## src/rtl/fa4bit_using_fa1bit_pkg.sv

```systemverilog
// rtl/fa4bit_using_fa1bit_pkg.sv - shared width constant for the 4-bit ripple adder
package fa4bit_using_fa1bit_pkg;
  localparam int ADDER_W = 4;
endpackage

```

## src/rtl/fa4bit_using_fa1bit_fa_1bit.sv

```systemverilog
// rtl/fa4bit_using_fa1bit_fa_1bit.sv - combinational 1-bit full adder cell
module fa_1bit (
  input  logic a,
  input  logic b,
  input  logic cin,
  output logic sum,
  output logic cout
);
  logic p;

  assign p    = a ^ b;
  assign sum  = p ^ cin;
  assign cout = (a & b) | (cin & p);
endmodule

```

## src/rtl/fa4bit_using_fa1bit.sv

```systemverilog
// rtl/fa4bit_using_fa1bit.sv - 4-bit ripple-carry adder from fa_1bit cells, optional output register
module fa4bit_using_fa1bit
  import fa4bit_using_fa1bit_pkg::*;
#(
  parameter int WIDTH   = 4,
  parameter bit OUT_REG = 1'b1
) (
  input  logic             clk,
  input  logic             rst,
  input  logic [WIDTH-1:0] a,
  input  logic [WIDTH-1:0] b,
  input  logic             cin,
  output logic [WIDTH-1:0] sum,
  output logic             cout
);
  logic [ADDER_W:0]   c;
  logic [ADDER_W-1:0] s;

  if (WIDTH != ADDER_W) begin : g_width_check
    $error("fa4bit_using_fa1bit: only WIDTH=4 is supported");
  end

  assign c[0] = cin;

  for (genvar i = 0; i < ADDER_W; i++) begin : g_bit
    fa_1bit u_fa (
      .a    (a[i]),
      .b    (b[i]),
      .cin  (c[i]),
      .sum  (s[i]),
      .cout (c[i+1])
    );
  end

  if (OUT_REG) begin : g_reg
    // Reset discards whatever result is in flight this edge.
    always_ff @(posedge clk) begin
      if (rst) begin
        sum  <= '0;
        cout <= 1'b0;
      end else begin
        sum  <= s;
        cout <= c[ADDER_W];
      end
    end
  end else begin : g_comb
    assign sum  = s;
    assign cout = c[ADDER_W];
  end
endmodule

```

## config.mk

```make
export PLATFORM = sky130hd
export DESIGN_NAME = fa4bit_using_fa1bit
export DESIGN_NICKNAME = d
export VERILOG_FILES = /design/src/rtl/fa4bit_using_fa1bit_pkg.sv /design/src/rtl/fa4bit_using_fa1bit_fa_1bit.sv /design/src/rtl/fa4bit_using_fa1bit.sv
export SDC_FILE = /design/constraint.sdc
export NUM_CORES = 1
export LEC_CHECK = 0
export CORE_AREA = 2 2 39 41
export CTS_BUF_LIST = sky130_fd_sc_hd__clkbuf_16
export DETAILED_ROUTE_END_ITERATION = 16
export DIE_AREA = 0 0 41 43
export GPL_ROUTABILITY_DRIVEN = 0
export GPL_TIMING_DRIVEN = 0
export SLEW_MARGIN = 0
export SYNTH_ARGS = -nofsm -noshare
export SYNTH_HDL_FRONTEND = slang
export SYNTH_SLANG_ARGS = --single-unit
```

## constraint.sdc

```tcl
create_clock -name clk -period 3.5 [get_ports clk]
set_input_delay 0.7 -clock clk [delete_from_list [all_inputs] [get_ports clk]]
set_output_delay 0.7 -clock clk [all_outputs]
set_load 0.05 [all_outputs]
```

Figure 1. Wiring by layer (run 1).
Bar = 10 um.
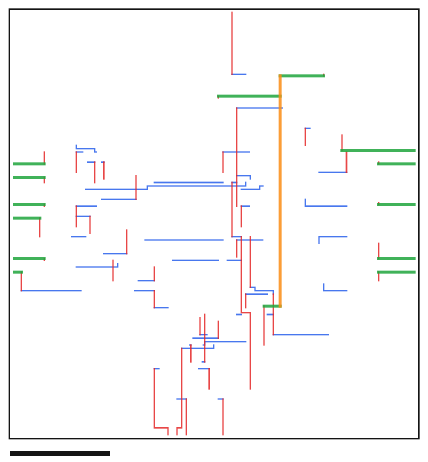
legend:
  orange:
    layer: M4
    wire_length: 23.1 um
  green:
    layer: M3
    wire_length: 48.9 um
  blue:
    layer: M1
    wire_length: 126 um
  red:
    layer: M2
    wire_length: 128 um
Detailed Route WL: 325 um
wire per inst: 5.804 um

Figure 2. Gate-type map (run 1).
Bar = 10 um.
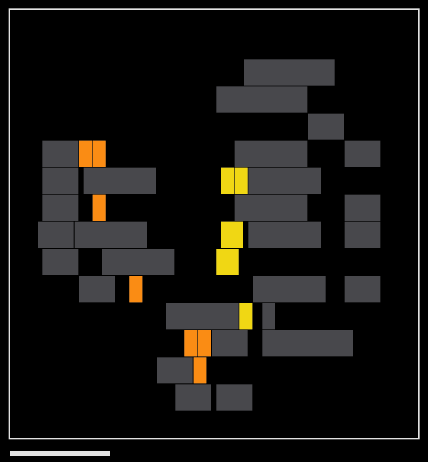
legend:
  orange:
    family: inv cells
    cells: 7
  yellow:
    family: nor cells
    cells: 5
    where: centre
Cell Count, Final, Fillers Out: 56
Comb area share: 0.2167
dominant logic cell type in the layout: clkdlybuf4s50_1

==> impl_metrics.ini, run 1 <==
; flow metrics
[placed_design]
placed_area_sq_um = 400.4
port_buffers = 15

[synthesis]
synth_area_sq_um = 230.2
synth.avg_cell_area_sq_um = 10.96
syn-instance-count = 21
yosys_warnings = 0
yosysUniqueCellTypes = 5
ys_area_sq_um = 230.2
fp_nets = 36
numSynthFlops = 5

[final_timing]
fmax_mhz = 396.4
tightest_slew_ps = 491.9
tns_ps = 0
finalHoldViolCount = 0
setup_violations = 0
finalCriticalPeriod_ps = 2523
drv_slew = 0
rsz0062_at_grt = false

[power]
p_seq_frac = 0.211
switchingPower_uw = 69.90
combPwrFrac = 0.197
p_per_area_nw_per_um2 = 643.1
power.internal_uw = 238.3
clkPwrFrac = 0.592
leakagePower_nw = 0.2181
worst_ir_drop_vdd_mv = 0.1033
switching_share = 0.2268
p_total_uw = 308.2

[detailed_routing]
route.vias.total = 186
wl_met2_um = 127
drc = 0
drt_pass1_iterations = 3
wl_met3_um = 48
drt_iter0_drc = 1
drt-met1-wl_um = 126
vias_per_cell = 3.321

[final_layout]
num_antenna_cells = 0
fillers = 155
area_growth_pct = 108.2
layout-drive-gt1-share = 0.07500
logic_area_sq_um = 103.9

[worst_hold_path]
hold_start = rst
hold-path-endpoint = cout
hp-class = input pin to register

[cts]
cts_made_buffers = 3
cts_root_buf = clkbuf_16
ctsHoldBuffers = 0
cts_tree = done
cts_resized = 0
clk_path_buf_depth = 2
cts.clk_slew.worst_paths_ps = 30
h-tree-depth = 1

[global_route]
grt_start_max_net_pins = 6
grtUsageTotal = 0.05763
antenna_found_initial = 0
overflow = 0
grt_pass1_vias = 186
grt_pass1_wl_um = 621

[status]
status = complete, no violations

[setup_path]
crit_end = sum[3]
crit_fanout = 1
cpLargestDelayFamily = adder cells
crit_slowest_cell = fa_1
cp-start-kind = input pin
crit_arrival_ps = 2680
crit_type = input pin to register
cp_common_cell = fa_1

[job]
openroad.warnings = 26
drv_cap = 0

[floorplanning]
initCoreUtil = 0.1664
Figure 3. Cells coloured by class (run 1).
Bar = 10 um. Fill, decap, tap and diode cells in grey.
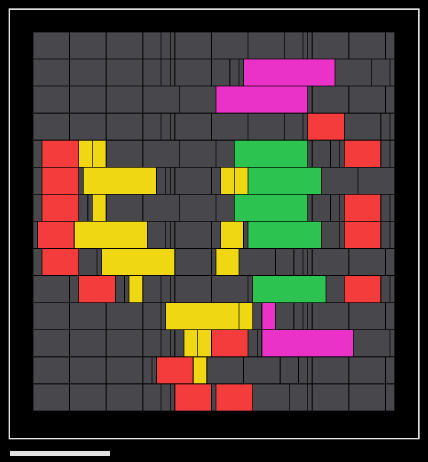
legend:
  yellow:
    class: remaining logic cells
    cells: 16
    share_of_their_area: 28%
  magenta:
    class: clock drivers and dummy loads
    cells: 4
    share_of_their_area: 17%
  green:
    class: registers
    cells: 5
    share_of_their_area: 22%
  red:
    class: remaining buffers and delay cells
    cells: 15
    share_of_their_area: 33%
final core occ: 0.3463
row count: 14
Design Area, Final: 479.2 sq um
area of the core: 1384 sq um

run 1: cell families after synthesis:
family,after synthesis,synth area share
buf+inv,7,0.1142
simple gates,5,0.1032
fa+ha+maj,4,0.3478
flops,5,0.4348
run 1: power groups by stage:
stage               clock network (mW)  logic [mW]  registers, mW
detailed placement                   0      0.0616         0.0661
CTS                              0.186      0.0617         0.0653
global route                     0.188      0.0675         0.0656
finish                           0.182      0.0607         0.0652
floorplan                            0      0.0114         0.0892
global placement                     0      0.0615         0.0660
run 1: routing by layer:
layer,global-route usage,up-vias
met5,0,-
met4,0.08000,0
met3,0.01571,3
met2,0.07500,14
met1,0.05921,76
li1,-,93
run 1: per-stage QoR:
stage | utilization | hold WS, ps | cells | setup WS (ps)
final | 0.3463 | 1093 | 56 | 977.4
after global routing | 0.3463 | 1115 | 56 | 814.7
after CTS | 0.3463 | 1099 | 56 | 961.7
after floorplan | - | 766.7 | 21 | 1219
after detailed placement | 0.2893 | 1331 | 52 | 731.2
after global placement | 0.2893 | 1331 | 52 | 734.9
run 1: Yosys cell counts (all sizes together):
library cell | instances | area share
fa | 4 | 0.35
nor2b | 2 | 0.054
nor2 | 3 | 0.049
inv | 7 | 0.11
dfxtp | 5 | 0.43
run 1: registers in the layout, indices dropped and copies added, names as in the netlist:
signal	count
cout	1
sum	4
run 1: cells in the final DEF, fill, tap and decap left out, drive strengths merged:
cell and count:
inv 8, dfxtp 5, nor2b 2, clkbuf 3, clkdlybuf4s50 15, fa 4, nor2 3
run 1: cell type report:
type | instances | area share
Clock buffer | 3 | 0.1567
Sequential cell | 5 | 0.2089
Tap cell | 16 | 0.04178
Inverter | 7 | 0.05483
Multi-Input combinational cell | 9 | 0.2167
Timing Repair Buffer | 15 | 0.3133
Clock inverter | 1 | 0.007833
Figure 4. Placement view (run 1).
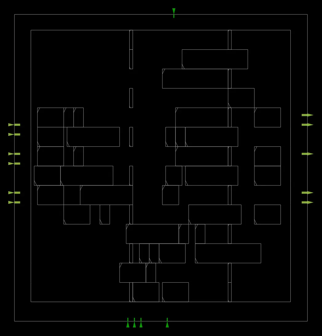

==> run 2, diff against run 1 <==
==> constraint.sdc (replaced) <==
create_clock -name clk -period 2.1 [get_ports clk]
set_input_delay 0.42 -clock clk [delete_from_list [all_inputs] [get_ports clk]]
set_output_delay 0.42 -clock clk [all_outputs]
set_load 0.05 [all_outputs]
Figure 5. Placement view (run 2).
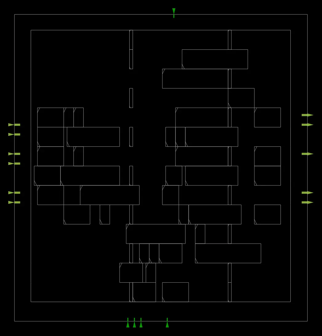
flop share of the area: 0.2073
final core occ: 0.3490
fill count: 157
Flops: 5

Figure 6. Met1 routing (run 2).
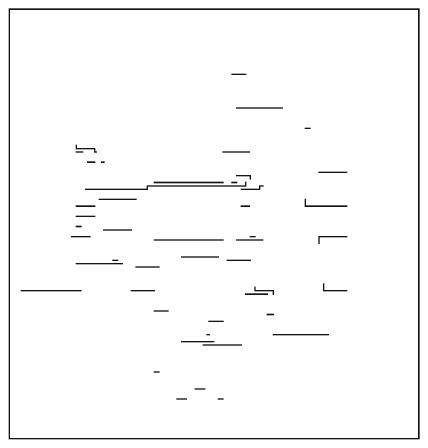
longest straight run: 9.90 um
main direction: horizontal
nets with wire on the layer: 39
share of all routed wire: 38%
wire length on this layer: 124 um
Detailed Route WL: 323 um
via count: 186

==> impl_metrics.ini, run 2 <==
; flow metrics
[floorplanning]
io_pins = 16
dieArea_sq_um = 1763
fp.dieW_um = 41
initCoreUtil = 0.1664
die_h_um = 43
rows = 14
core_area_sq_um = 1384

[final_timing]
finalCriticalPeriod_ps = 1987
tns_ps = 0
rsz0062_at_grt = false
setup_violations = 0
max_slew_margin = 0.6710
finalHoldViolCount = 0
fin_crit_sh = 0.9463
drv_slew = 0
tightest_slew_ps = 491.9
fmax_mhz = 503.2

[synthesis]
ys.flop_type = dfxtp_1
area_leaders = dfxtp_1 43%, fa_1 35%, inv_1 11%
topCombFamilyByArea = adder cells
synth_adder_area_share = 0.3478
yosys_warnings = 0
fp_nets = 36
yosysUniqueCellTypes = 5
edf_count = 0
synth_area_leader_cell = dfxtp_1
synth.avg_cell_area_sq_um = 10.96
numSynthFlops = 5
yosys_cells = 21
ys_area_sq_um = 230.2
mux_share = 0
synth_seq_share = 0.4348
synthAoiAreaFrac = 0
ys_sh_xor = 0
simple_gate_area_frac = 0.1033
synthMostInstantiatedCell = inv_1
yosys-top-cells-count = 7 x inv_1, 5 x dfxtp_1, 4 x fa_1
top_area_frac = 0.4348
synthArstFlopShare = 0
synth_area_sq_um = 230.2
syn-instance-count = 21

[final_layout]
largest_register_ffs = 4
lay_top_count = clkdlybuf4s50_1
layout-drive-gt1-share = 0.2500
seq_area_sq_um = 100.1
num_antenna_cells = 0
layout_top_cells = 12 x clkdlybuf4s50_1, 5 x dfxtp_1, 4 x inv_1, 4 x inv_2
final_cells = 56
logic_area_sq_um = 111.4
nets = 56
area_growth_pct = 109.8
top_regs = sum x4, cout x1
top_register = sum

[global_route]
grt_pass1_vias = 166
grt_start_max_net_pins = 6
antenna_found_initial = 0
grt_pass1_wl_um = 558
overflow = 0
grtUsageTotal = 0.05359

[cts]
cts_resized = 10
cts_root_buf = clkbuf_16
clock_sinks = 5
clk_path_buf_depth = 2
h-tree-depth = 1
cts_made_buffers = 3
cts.clk_slew.worst_paths_ps = 30
cts_tree = done
cts_setup_buffers = 0
ctsHoldBuffers = 0

[setup_path]
crit_arrival_ps = 2150
crit_fanout = 1
cp-start-kind = input pin
crit_type = input pin to register
crit_slowest_cell = fa_1
crit_start = cin
cp.required_ps = 2260
cp_slowest_stage_delay_ps = 400
crit_chain = dlygate4sd2_1 > inv_2 > fa_2 > inv_2 > fa_2 > fa_2 > inv_2 > fa_1 > nor2_1
end_kind = register

[power]
p_per_area_nw_per_um2 = 1066
leakagePower_nw = 0.2154
worst_ir_drop_vdd_mv = 0.1722

[detailed_routing]
antenna_left = 0
drt_iter0_drc = 1
drt_pass1_iterations = 3
drc = 0
vias_per_cell = 3.321
wl_per_cell_um = 5.768

[placed_design]
placed_cells = 52
port_buffers = 15

[status]
status = complete, no violations

[worst_hold_path]
hp-class = input pin to register
hold_start = b[0]
hold_depth = 4

[job]
openroad.warnings = 26
drv_cap = 0
Figure 7. Cells coloured by class (run 2).
Bar = 10 um. Fill, decap, tap and diode cells in grey.
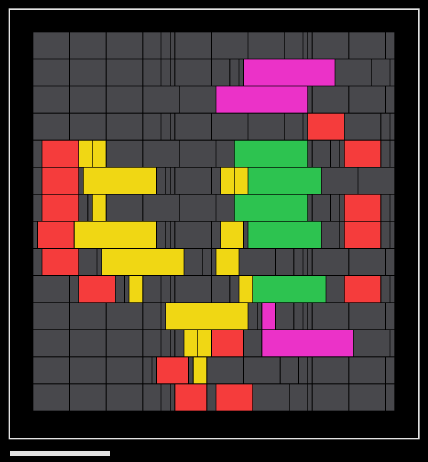
legend:
  yellow:
    class: remaining logic cells
    cells: 16
    share_of_their_area: 30%
  green:
    class: registers
    cells: 5
    share_of_their_area: 22%
  red:
    class: remaining buffers and delay cells
    cells: 15
    share_of_their_area: 32%
  magenta:
    class: clock drivers and dummy loads
    cells: 4
    share_of_their_area: 17%
Design Area, Final: 483.0 sq um

==> run 2: layout make-up <==
type / instances / area share
clock inverters: 1 / 0.007772
well taps: 16 / 0.04145
repair buffers: 15 / 0.3031
multi-input cells: 9 / 0.2306
flip-flops and latches: 5 / 0.2073
clock buffers: 3 / 0.1554
inverters: 7 / 0.05440
==> run 2: where the power goes <==
group	leakage [nW]	internal [mW]	switching (mW)
sequential	0.0417	0.106	0.00219
combinational	0.131	0.0443	0.0580
clock	0.0423	0.246	0.0580
total	0.215	0.397	0.118
==> run 2: metrics by stage <==
| stage | instance area [sq um] | total power, mW | hold slack (ps) | setup WS (ps) | utilization |
|---|---|---|---|---|---|
| 2_1_floorplan | 230.2 | 0.1677 | 486.7 | 98.80 | - |
| 6_report | 483.0 | 0.5150 | 743.7 | 112.7 | 0.3490 |
| 3_3_place_gp | 400.4 | 0.2126 | 1051 | -385.1 | 0.2893 |
| 4_1_cts | 483.0 | 0.5231 | 743.2 | 16.38 | 0.3490 |
| 5_1_grt | 483.0 | 0.5359 | 781.5 | 11.27 | 0.3490 |
| 3_5_place_dp | 400.4 | 0.2128 | 1051 | -388.8 | 0.2893 |
==> run 2: metal layers <==
metal	routed length [um]	vias up	GRT usage
li1	-	93	-
met1	124	76	0.05592
met2	127	14	0.06563
met3	48	3	0.01571
met4	23	0	0.08000
met5	0	-	0
==> run 2: final timing paths <==
path                     end  slack (ps)
worst min-delay path  sum[0]         740
worst max-delay path  sum[3]         110
==> run 2: cell families after synthesis <==
family,count (synthesis)
and+or+nand+nor,5
adders and majority gates,4
buffers and inverters,7
DFF,5
==> run 2: worst max-delay path: cells and delay by family <==
kind,cells,cell delay [ps]
buffers and inverters,4,400
AND/OR/NAND/NOR,1,90
adder cells (fa/ha/maj),4,1260
==> run 3, diff against run 2 <==
--- a/config.mk
+++ b/config.mk
@@ -5,6 +5,7 @@
 export SDC_FILE = /design/constraint.sdc
 export NUM_CORES = 1
 export LEC_CHECK = 0
+export CAP_MARGIN = 20
 export CORE_AREA = 2 2 39 41
 export CTS_BUF_LIST = sky130_fd_sc_hd__clkbuf_16
 export DETAILED_ROUTE_END_ITERATION = 16
Figure 8. Cells coloured by class (run 3).
Bar = 10 um. Fill, decap, tap and diode cells in grey.
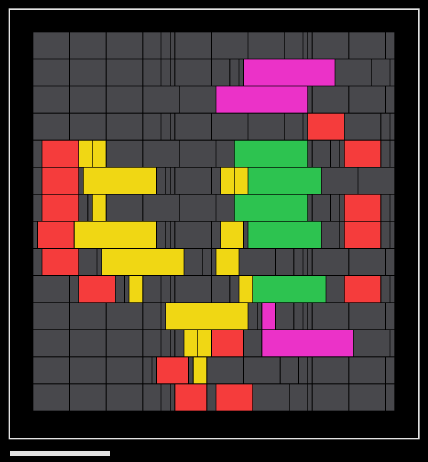
legend:
  green:
    class: registers
    cells: 5
    share_of_their_area: 22%
  magenta:
    class: clock drivers and dummy loads
    cells: 4
    share_of_their_area: 17%
  red:
    class: remaining buffers and delay cells
    cells: 15
    share_of_their_area: 32%
  yellow:
    class: remaining logic cells
    cells: 16
    share_of_their_area: 30%

Figure 9. Wiring by layer (run 3).
Bar = 10 um.
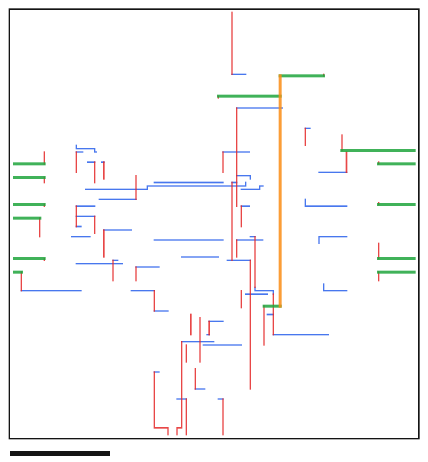
legend:
  blue:
    layer: M1
    wire_length: 124 um
  green:
    layer: M3
    wire_length: 48.9 um
  red:
    layer: M2
    wire_length: 128 um
  orange:
    layer: M4
    wire_length: 23.1 um
Tot GR Track Use: 0.05359
wire per inst: 5.768 um

==> impl_metrics.ini, run 3 <==
; flow metrics
[synthesis]
syn-instance-count = 21
synthArstFlopShare = 0
yosysUniqueCellTypes = 5
yosys-top-cells-count = 7 x inv_1, 5 x dfxtp_1, 4 x fa_1
synthMostInstantiatedCell = inv_1
ys.flop_type = dfxtp_1
yosys_cells = 21
edf_count = 0
synth_area_leader_cell = dfxtp_1
yosys_warnings = 0
synth_seq_share = 0.4348
top_area_frac = 0.4348
synth.avg_cell_area_sq_um = 10.96
area_leaders = dfxtp_1 43%, fa_1 35%, inv_1 11%
fp_nets = 36
numSynthFlops = 5
ys_area_sq_um = 230.2

[setup_path]
crit_type = input pin to register
path_buffers = 4
end_kind = register
crit_fanout = 1
crit_slowest_cell = fa_1
cp_slowest_stage_delay_ps = 400
cp.required_ps = 2260
cpLargestDelayFamily = adder cells
crit_chain = dlygate4sd2_1 > inv_2 > fa_2 > inv_2 > fa_2 > fa_2 > inv_2 > fa_1 > nor2_1

[final_layout]
top_register = sum
num_antenna_cells = 0
layout_top_cells = 12 x clkdlybuf4s50_1, 5 x dfxtp_1, 4 x inv_1, 4 x inv_2
fillers = 157
final_util = 0.3490
layout-drive-gt1-share = 0.2500
largest_register_ffs = 4
final_cells = 56
area_growth_pct = 109.8
nets = 56
top_regs = sum x4, cout x1
logic_area_sq_um = 111.4

[power]
switchingPower_uw = 118.2
switching_share = 0.2295
combPwrFrac = 0.199
p_per_area_nw_per_um2 = 1066
worst_ir_drop_vdd_mv = 0.1722
clkPwrFrac = 0.591
p_seq_frac = 0.211

[final_timing]
fmax_mhz = 503.2
setup_violations = 0
tightest_slew_ps = 491.9
rsz0062_at_grt = false
finalCriticalPeriod_ps = 1987
drv_slew = 0
max_slew_margin = 0.6710
finalHoldViolCount = 0
fin_crit_sh = 0.9463

[floorplanning]
rows = 14
initCoreUtil = 0.1664
core_area_sq_um = 1384
io_pins = 16
die_h_um = 43
dieArea_sq_um = 1763

[global_route]
grt_pass1_vias = 166
antenna_found_initial = 0
overflow = 0
grt_pass1_wl_um = 558
grt_start_max_net_pins = 6

[status]
status = complete, no violations

[cts]
cts.clk_slew.worst_paths_ps = 30
clk_path_buf_depth = 2
cts_root_buf = clkbuf_16
clock_sinks = 5
cts_made_buffers = 3
h-tree-depth = 1

[detailed_routing]
wirelength_um = 323
antenna_left = 0
drc = 0
vias_per_cell = 3.321
route.vias.total = 186
drt_pass1_iterations = 3

[placed_design]
port_buffers = 15
placed_cells = 52

[worst_hold_path]
hp-class = input pin to register
Figure 10. Met1 routing (run 3).
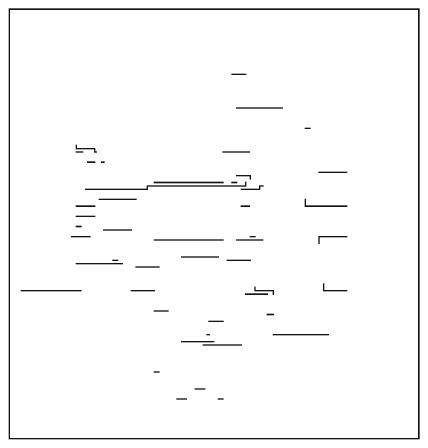
wire length on this layer: 124 um
main direction: horizontal
longest straight run: 9.90 um
met1 Use GR: 0.05592

## run 3: cell counts in the layout (fill, tap and decap cells not counted)
Identical to the previous run, type by type.
## run 3: final timing paths
path	depth (start not counted)	slack, ps	end	start
max	9	110	sum[3]	cin
min	4	740	sum[0]	b[0]
## run 3: repair_timing
item	in CTS	in global routing
pin swaps	5	5
endpoints found under the setup margin	1	1
buffers inserted	0	0
resized	10	0
## run 3: final cells by class
cell class,count,area share
Clock buffer,3,0.1554
Clock inverter,1,0.007772
Inverter,7,0.05440
Multi-Input combinational cell,9,0.2306
Sequential cell,5,0.2073
Tap cell,16,0.04145
Timing Repair Buffer,15,0.3031
## run 3: stage by stage
stage / area, sq um / power [mW] / worst slack (ps)
global route: 483.0 / 0.5359 / 11.27
finish: 483.0 / 0.5150 / 112.7
detailed placement: 400.4 / 0.2128 / -388.8
global placement: 400.4 / 0.2126 / -385.1
floorplan: 230.2 / 0.1677 / 98.80
CTS: 483.0 / 0.5231 / 16.38
## run 3: power by group through the flow
stage / clock network, mW / registers (mW) / logic [mW]
floorplan: 0 / 0.149 / 0.0190
global placement: 0 / 0.110 / 0.103
detailed placement: 0 / 0.110 / 0.103
CTS: 0.310 / 0.109 / 0.105
global route: 0.313 / 0.109 / 0.114
finish: 0.304 / 0.109 / 0.102
## run 3: logic make-up after synthesis
logic type / synth area share
adder cells (fa/ha/maj): 0.3478
buffers and inverters: 0.1142
flip-flops: 0.4348
AND/OR/NAND/NOR: 0.1032
## run 3: routing by layer
layer	vias up	part of all wire	routed length, um	global-route usage
met5	-	0	0	0
met4	0	0.071	23	0.08000
met3	3	0.15	48	0.01571
met2	14	0.39	127	0.06563
met1	76	0.38	124	0.05592
li1	93	-	-	-
Power is estimated from default activity; no workload was simulated.
